**src/rtl/hsl_to_rgb_pkg.sv**
```systemverilog
// Shared definitions for the HSL-to-RGB colour pipeline.
//   LATENCY       : clocks from input strobe to valid_o pulse.
//   chan_sel_e    : per-channel source select (zero, chroma, second largest).
//   sector_map    : hue sector -> (r', g', b') source selects.
//   div255_round  : round(x/255) for x <= 65025, divider-free.
//   sat_add8      : 8-bit add clamped at 255.
package hsl_to_rgb_pkg;

  localparam int unsigned LATENCY = 4;

  typedef enum logic [1:0] {
    CH_ZERO = 2'd0,
    CH_C    = 2'd1,
    CH_X    = 2'd2
  } chan_sel_e;

  typedef struct packed {
    chan_sel_e r;
    chan_sel_e g;
    chan_sel_e b;
  } sector_map_t;

  function automatic sector_map_t sector_map(input logic [2:0] sector);
    sector_map_t m;
    m = '{r: CH_ZERO, g: CH_ZERO, b: CH_ZERO};
    case (sector)
      3'd0: m = '{r: CH_C,    g: CH_X,    b: CH_ZERO};
      3'd1: m = '{r: CH_X,    g: CH_C,    b: CH_ZERO};
      3'd2: m = '{r: CH_ZERO, g: CH_C,    b: CH_X   };
      3'd3: m = '{r: CH_ZERO, g: CH_X,    b: CH_C   };
      3'd4: m = '{r: CH_X,    g: CH_ZERO, b: CH_C   };
      3'd5: m = '{r: CH_C,    g: CH_ZERO, b: CH_X   };
      default: m = '{r: CH_ZERO, g: CH_ZERO, b: CH_ZERO};
    endcase
    return m;
  endfunction

  // t = x + 128; result = (t + (t >> 8)) >> 8. 17 bits hold the worst case.
  function automatic logic [7:0] div255_round(input logic [15:0] x);
    logic [16:0] t;
    logic [16:0] u;
    t = {1'b0, x} + 17'd128;
    u = t + (t >> 8);
    return 8'(u >> 8);
  endfunction

  function automatic logic [7:0] sat_add8(input logic [7:0] a, input logic [7:0] b);
    logic [8:0] sum;
    sum = {1'b0, a} + {1'b0, b};
    return sum[8] ? 8'hFF : sum[7:0];
  endfunction

endpackage

```
**src/rtl/mul_div255.sv**
```systemverilog
// 8x8 unsigned multiply followed by round(product/255), registered.
//   clock, reset : rising-edge clock, asynchronous active-high reset.
//   a, b         : 8-bit unsigned operands.
//   p            : registered round(a*b/255), valid one clock after a/b.
module mul_div255
  import hsl_to_rgb_pkg::*;
(
  input  logic       clock,
  input  logic       reset,
  input  logic [7:0] a,
  input  logic [7:0] b,
  output logic [7:0] p
);

  logic [15:0] prod;
  logic [7:0]  p_d;
  logic [7:0]  p_q;

  always_comb begin
    prod = 16'(a) * 16'(b);
    p_d  = div255_round(prod);
  end

  always_ff @(posedge clock or posedge reset) begin
    if (reset) begin
      p_q <= '0;
    end else begin
      p_q <= p_d;
    end
  end

  assign p = p_q;

endmodule

```
**src/rtl/hsl_to_rgb.sv**
```systemverilog
// Four-stage pipelined HSL -> RGB converter, one triple per clock, no stall.
//   clock, reset : rising-edge clock, asynchronous active-high reset.
//   h, s, l      : 8-bit hue (full circle = 256), saturation, lightness.
//   ready_i      : input strobe; h/s/l sampled on edges where it is high.
//   r, g, b      : 8-bit result, held between valid pulses.
//   valid_o      : one-cycle pulse per accepted input, LATENCY clocks later.
module hsl_to_rgb
  import hsl_to_rgb_pkg::*;
(
  input  logic       clock,
  input  logic       reset,
  input  logic [7:0] h,
  input  logic [7:0] s,
  input  logic [7:0] l,
  input  logic       ready_i,
  output logic [7:0] r,
  output logic [7:0] g,
  output logic [7:0] b,
  output logic       valid_o
);

  // Stage valid bits; bit k marks stage k+1 holding a live sample.
  logic [LATENCY-1:0] vld_d, vld_q;

  // Stage 1
  logic [8:0]  two_l;
  logic [10:0] h6;
  logic [7:0]  d1_d, d1_q;
  logic [2:0]  sector1_d, sector1_q;
  logic [7:0]  f1_d, f1_q;
  logic [7:0]  s1_d, s1_q;
  logic [7:0]  l1_d, l1_q;

  // Stage 2 (chroma is registered inside the multiplier)
  logic [7:0]  chroma_a;
  logic [7:0]  c2;
  logic [7:0]  hp2_d, hp2_q;
  logic [7:0]  l2_d, l2_q;
  logic [2:0]  sector2_d, sector2_q;

  // Stage 3 (x is registered inside the multiplier)
  logic [7:0]  x3;
  logic [7:0]  m3_d, m3_q;
  logic [7:0]  c3_d, c3_q;
  logic [2:0]  sector3_d, sector3_q;

  // Stage 4
  sector_map_t sel;
  logic [7:0]  rp, gp, bp;
  logic [7:0]  r_d, r_q;
  logic [7:0]  g_d, g_q;
  logic [7:0]  b_d, b_q;

  function automatic logic [7:0] pick(input chan_sel_e cs, input logic [7:0] c,
                                      input logic [7:0] x);
    logic [7:0] v;
    case (cs)
      CH_C:    v = c;
      CH_X:    v = x;
      default: v = '0;
    endcase
    return v;
  endfunction

  mul_div255 u_chroma (
    .clock (clock),
    .reset (reset),
    .a     (chroma_a),
    .b     (s1_q),
    .p     (c2)
  );

  mul_div255 u_second (
    .clock (clock),
    .reset (reset),
    .a     (c2),
    .b     (hp2_q),
    .p     (x3)
  );

  always_comb begin
    vld_d = {vld_q[LATENCY-2:0], ready_i};

    // Stage 1: d = |2l - 255|, hue split into sector and fraction.
    two_l     = {l, 1'b0};
    d1_d      = (two_l >= 9'd255) ? 8'(two_l - 9'd255) : 8'(9'd255 - two_l);
    h6        = 11'(h) * 11'd6;
    sector1_d = h6[10:8];
    f1_d      = h6[7:0];
    s1_d      = s;
    l1_d      = l;

    // Stage 2: odd sectors ramp downward.
    chroma_a  = 8'd255 - d1_q;
    hp2_d     = sector1_q[0] ? (8'd255 - f1_q) : f1_q;
    l2_d      = l1_q;
    sector2_d = sector1_q;

    // Stage 3
    m3_d      = l2_q - {1'b0, c2[7:1]};
    c3_d      = c2;
    sector3_d = sector2_q;

    // Stage 4: outputs only move when a live sample arrives.
    sel = sector_map(sector3_q);
    rp  = pick(sel.r, c3_q, x3);
    gp  = pick(sel.g, c3_q, x3);
    bp  = pick(sel.b, c3_q, x3);
    r_d = r_q;
    g_d = g_q;
    b_d = b_q;
    if (vld_q[LATENCY-2]) begin
      r_d = sat_add8(rp, m3_q);
      g_d = sat_add8(gp, m3_q);
      b_d = sat_add8(bp, m3_q);
    end
  end

  always_ff @(posedge clock or posedge reset) begin
    if (reset) begin
      vld_q     <= '0;
      d1_q      <= '0;
      sector1_q <= '0;
      f1_q      <= '0;
      s1_q      <= '0;
      l1_q      <= '0;
      hp2_q     <= '0;
      l2_q      <= '0;
      sector2_q <= '0;
      m3_q      <= '0;
      c3_q      <= '0;
      sector3_q <= '0;
      r_q       <= '0;
      g_q       <= '0;
      b_q       <= '0;
    end else begin
      vld_q     <= vld_d;
      d1_q      <= d1_d;
      sector1_q <= sector1_d;
      f1_q      <= f1_d;
      s1_q      <= s1_d;
      l1_q      <= l1_d;
      hp2_q     <= hp2_d;
      l2_q      <= l2_d;
      sector2_q <= sector2_d;
      m3_q      <= m3_d;
      c3_q      <= c3_d;
      sector3_q <= sector3_d;
      r_q       <= r_d;
      g_q       <= g_d;
      b_q       <= b_d;
    end
  end

  assign r       = r_q;
  assign g       = g_q;
  assign b       = b_q;
  assign valid_o = vld_q[LATENCY-1];

endmodule

```
**config.mk**
```make
export PLATFORM = sky130hd
export DESIGN_NAME = hsl_to_rgb
export DESIGN_NICKNAME = d
export VERILOG_FILES = /design/src/rtl/hsl_to_rgb_pkg.sv /design/src/rtl/mul_div255.sv /design/src/rtl/hsl_to_rgb.sv
export SDC_FILE = /design/constraint.sdc
export NUM_CORES = 1
export LEC_CHECK = 0
export CAP_MARGIN = 20
export CORE_UTILIZATION = 40
export DETAILED_ROUTE_END_ITERATION = 8
export HOLD_SLACK_MARGIN = 0.05
export SLEW_MARGIN = 25
export SYNTH_ARGS = -nofsm -noshare
export SYNTH_HDL_FRONTEND = slang
export SYNTH_SLANG_ARGS = --single-unit
```
**constraint.sdc**
```tcl
create_clock -name clock -period 10.6 [get_ports clock]
set_input_delay 3.18 -clock clock [delete_from_list [all_inputs] [get_ports clock]]
set_output_delay 3.18 -clock clock [all_outputs]
set_load 0.1 [all_outputs]
```
### Selected gate families, run 1

The bar under the picture is 50 µm long.
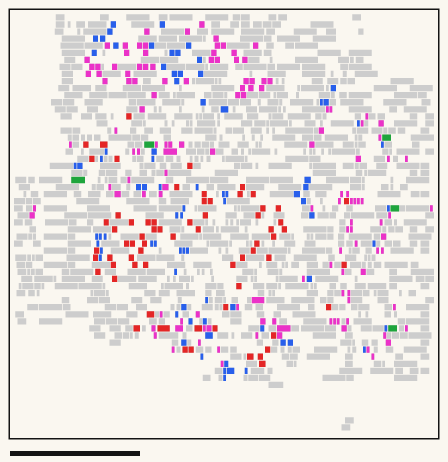
Key: NAND gates = blue [cells 79, most used nand2_1]; multiplexers = green [cells 5, most used mux2i_1]; AND and OR gates = red [cells 68, most used and2_1]; NOR gates = magenta [cells 131, most used nor2_1, where spread over the die]
Commonest Layout Cell: inv_1
final cell count without fillers: 1,473
logic share of the area: 0.5825

### Wire density map, run 1

33 x 33 tiles, from black (low) to pale yellow (high), scaled to the fullest tile. Values are wire area over tile area, all layers added.
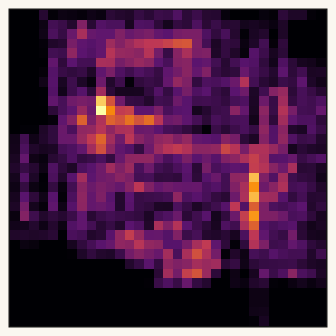
The mean over all tiles is 0.13. 25% of the tiles are nearly empty. 3.5% of the tiles are over half the peak. The emptiest ninth of the die: bottom left. The fullest tile reaches 0.73.
Vias: 7,549
WL final: 22,280 µm
GRT Total Usage: 0.1764

==> run summary, run 1 <==
fresh numbers from the pnr run: Critical Path Sink=u_second.p[2], Worst path slowest cell=or4_2, Adder Area Share=0.3219, CP max FO=11, yosys stat cell total=1,069, FFs & Latches=115, Dominant flop cell=dfrtp_1, CTS tree=yes, CLK BUF=20, CP Data Arrival Time=just under 7000 ps, Gate Count Post-Synth=1,069, reg-to-reg slack, setup=about 4000 ps, Clock Path Buffers=2, vias per cell=5.125, dominant class by area=multi-input combinational cells, crit path buf inv count=2, Inverters=169, status=finished, final reports clean, Late-Pin Clk Latency=430 ps, area fraction in xor and xnor cells=0.05908, GRT met3 Usage=0.03516, row cnt=59, Comb gates=769, critical path depth=19, design area=~0.012 mm², most frequent cells in the layout=inv_1, ha_1, dfrtp_1, fa_1, nor2_1, aoi share=0.1303, count of library flops with an enable pin=0, Tcrit/Tclk final=0.6182, CP startpoint=u_chroma.p[2], Flop area=0.002878 mm², post-cts sizing count=0, Top cell area share=0.2718, H-tree levels=4, Hold Fails Final Rpt=0, Max stage delay on crit path=630 ps, Hold Crit Endpoint=vld_q[2], most common cell in the netlist=inv_1, Final WS setup=4047 ps
### Cell placement, run 1

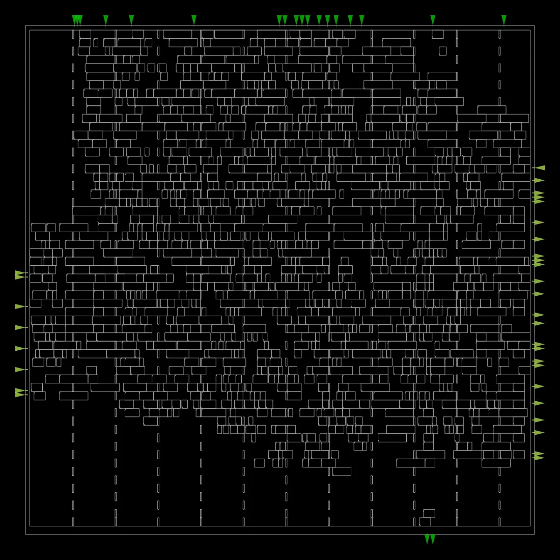
Fill cells: 2,513
core footprint: 0.02598 mm²
Tap Cells: 335
final core occ: 0.4636
flop share of the area: 0.2389

==> inputs of run 2 (changes only) <==
==> constraint.sdc (replaced) <==
create_clock -name clock -period 5.8 [get_ports clock]
set_input_delay 1.74 -clock clock [delete_from_list [all_inputs] [get_ports clock]]
set_output_delay 1.74 -clock clock [all_outputs]
set_load 0.1 [all_outputs]
### Selected gate families, run 2

The bar under the picture is 50 µm long.
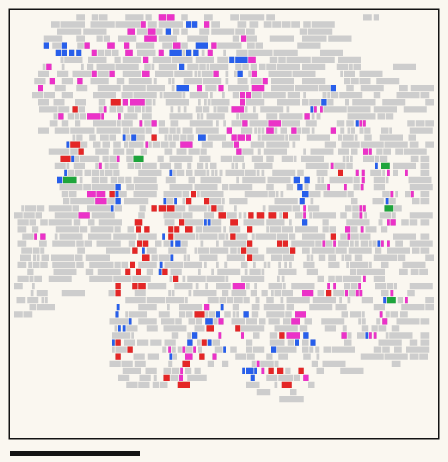
Key: NOR gates = magenta [cells 131, most used nor2_1, where spread over the die]; AND and OR gates = red [cells 68, most used and2_1]; NAND gates = blue [cells 79, most used nand2_1]; multiplexers = green [cells 5, most used mux2i_1]
logic share of the area: 0.5589
final cell count without fillers: 1,599

==> run summary, run 2 <==
fresh numbers from the pnr run: status=finished, final reports clean, Fill cells=2,293, Gate Count Post-Synth=1,069, CLK BUF=18, most frequent cells in the layout=inv_1, ha_1, buf_4, dfrtp_1, fa_1, flop share of the area=0.2096, Worst path slowest cell=fa_1, dominant class by area=multi-input combinational cells, WL final=23,350 µm, row cnt=59, Tcrit/Tclk final=0.9746, Clock Path Buffers=2, design area=roughly 0.014 mm², Top cell area share=0.2718, Adder Area Share=0.3219, reg-to-reg slack, setup=150 ps, Hold Fails Final Rpt=0, GRT Total Usage=0.1765, area fraction in xor and xnor cells=0.05908, post-cts sizing count=38, Hold Crit Endpoint=l2_q[1], count of library flops with an enable pin=0, vias per cell=4.999, final core occ=0.5327, Final WS setup=147.2 ps, Commonest Layout Cell=inv_1, Late-Pin Clk Latency=420 ps, Vias=7,993, core footprint=0.02598 mm², Tap Cells=~340, GRT met3 Usage=0.02712, Inverters=roughly 170, Flop area=0.002902 mm², Comb gates=769, CP max FO=5
==> inputs of run 3 (changes only) <==
--- a/config.mk
+++ b/config.mk
@@ -13,3 +13,4 @@
 export SYNTH_ARGS = -nofsm -noshare
 export SYNTH_HDL_FRONTEND = slang
 export SYNTH_SLANG_ARGS = --single-unit
+export TNS_END_PERCENT = 30
### Close-up of the layout, run 3

The bar under the picture is 10 µm long. Window x 70 to 95, y 37 to 62 µm. Cells in grey, sequential cells in the stronger grey; small squares are vias.
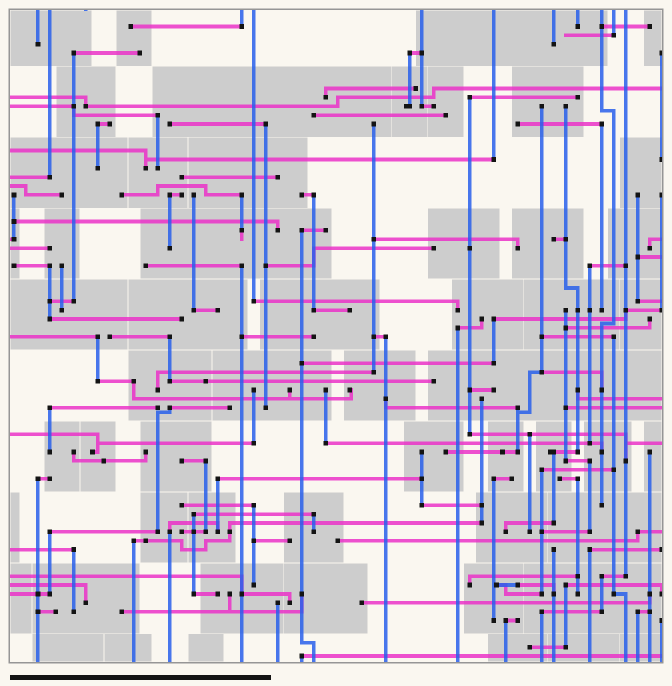
Key: met2 = blue; met1 = magenta
Sequential cells in the window: 0. 41 logic cells have their middle in the window. Most frequent: buf_4 (6), inv_1 (5), ha_1 (5).

==> run summary, run 3 <==
fresh numbers from the pnr run: status=finished, final reports clean, most common cell in the netlist=inv_1, vias in the first global route=approximately 8k, Final WS setup=90.11 ps, Syn-to-layout area delta=30.51%, Tap Cells=335, CP Cell Sequence=buf_4, buf_4, and2_1, fa_2, fa_2, fa_1, ha_1, ha_4, a211oi_4, nor2_2, or4b_4, a21oi_2, o21bai_1, xor2_1, ha_2, or4_1, a31oi_4, nor4b_4, xor2_1, mean area per synthesized cell=9.905 µm², Flop area=slightly below 0.003 mm², Logic cell area=0.007667 mm², Dominant flop cell=dfrtp_1, antenna-violating nets left=0, core footprint=0.02598 mm², post-cts sizing count=36, met2 usage=0.3090, Worst R2R Path Depth=19, Late-Pin Clk Latency=420 ps, FF-to-FF End=u_second.p[5], CLK BUF=19, H-tree levels=4, first-pass GRT wire length=38,900 µm, WL final=23,780 µm, Critical Path Sink=u_second.p[5], clk root buf=clkbuf_16, Clock-cell share=0.04319, Startpoint Class=flip-flop, vias per cell=around 5, Max stage delay on crit path=590 ps, DRC violations left=0, Worst path slowest cell=fa_2, antenna violations before repair=0, final core occ=0.5318, Mux area share=0.005317, max-slew violation count=0, Clock Path Buffers=2, critical path depth=19, Hold Fails Final Rpt=0, Synth Net Count=about 1.3k, asr flop ratio synth=1.000, unrepaired setup endpoints after global routing=true, Routed met3 length=603 µm, CP startpoint=u_chroma.p[5], Adder Area Share=0.3219, Fill cells=2,317, count of library flops with an enable pin=0, tool warnings=38, Commonest Layout Cell=inv_1, fin nets=around 1.5k, Inverters=between 150 and 200, CTS Hold Bufs=0, top cell type by total area after synthesis=dfrtp_1, aoi share=0.1303, crit path buf inv count=2, Worst-path clk slew=60 ps, GRT met3 Usage=0.02536, yosys stat cell total=1,069, FFs & Latches=115, Gate Count Post-Synth=1,069, Comb gates=769, Hold Crit Endpoint=l2_q[0], dominant class by area=multi-input combinational cells, final cell count without fillers=between 1.5k and 2k, Top cell area share=0.2718, reg-to-reg slack, setup=90 ps, CP max FO=5, worst hold path class=flip-flop to flip-flop, design area=0.01382 mm², Vias=8,016, sequential fraction of the synthesis area=0.2718, met2 WL post-DR=11,920 µm, Tcrit/Tclk final=0.9845, area fraction in xor and xnor cells=0.05908, CTS tree=yes, clk_skew=around 11 ps, flop share of the area=0.2100, logic share of the area=0.5548, CP Data Arrival Time=5980 ps, row cnt=59, fp util=0.4075, most frequent cells in the layout=inv_1, ha_1, buf_4, dfrtp_1, fa_1, GRT Total Usage=0.1830
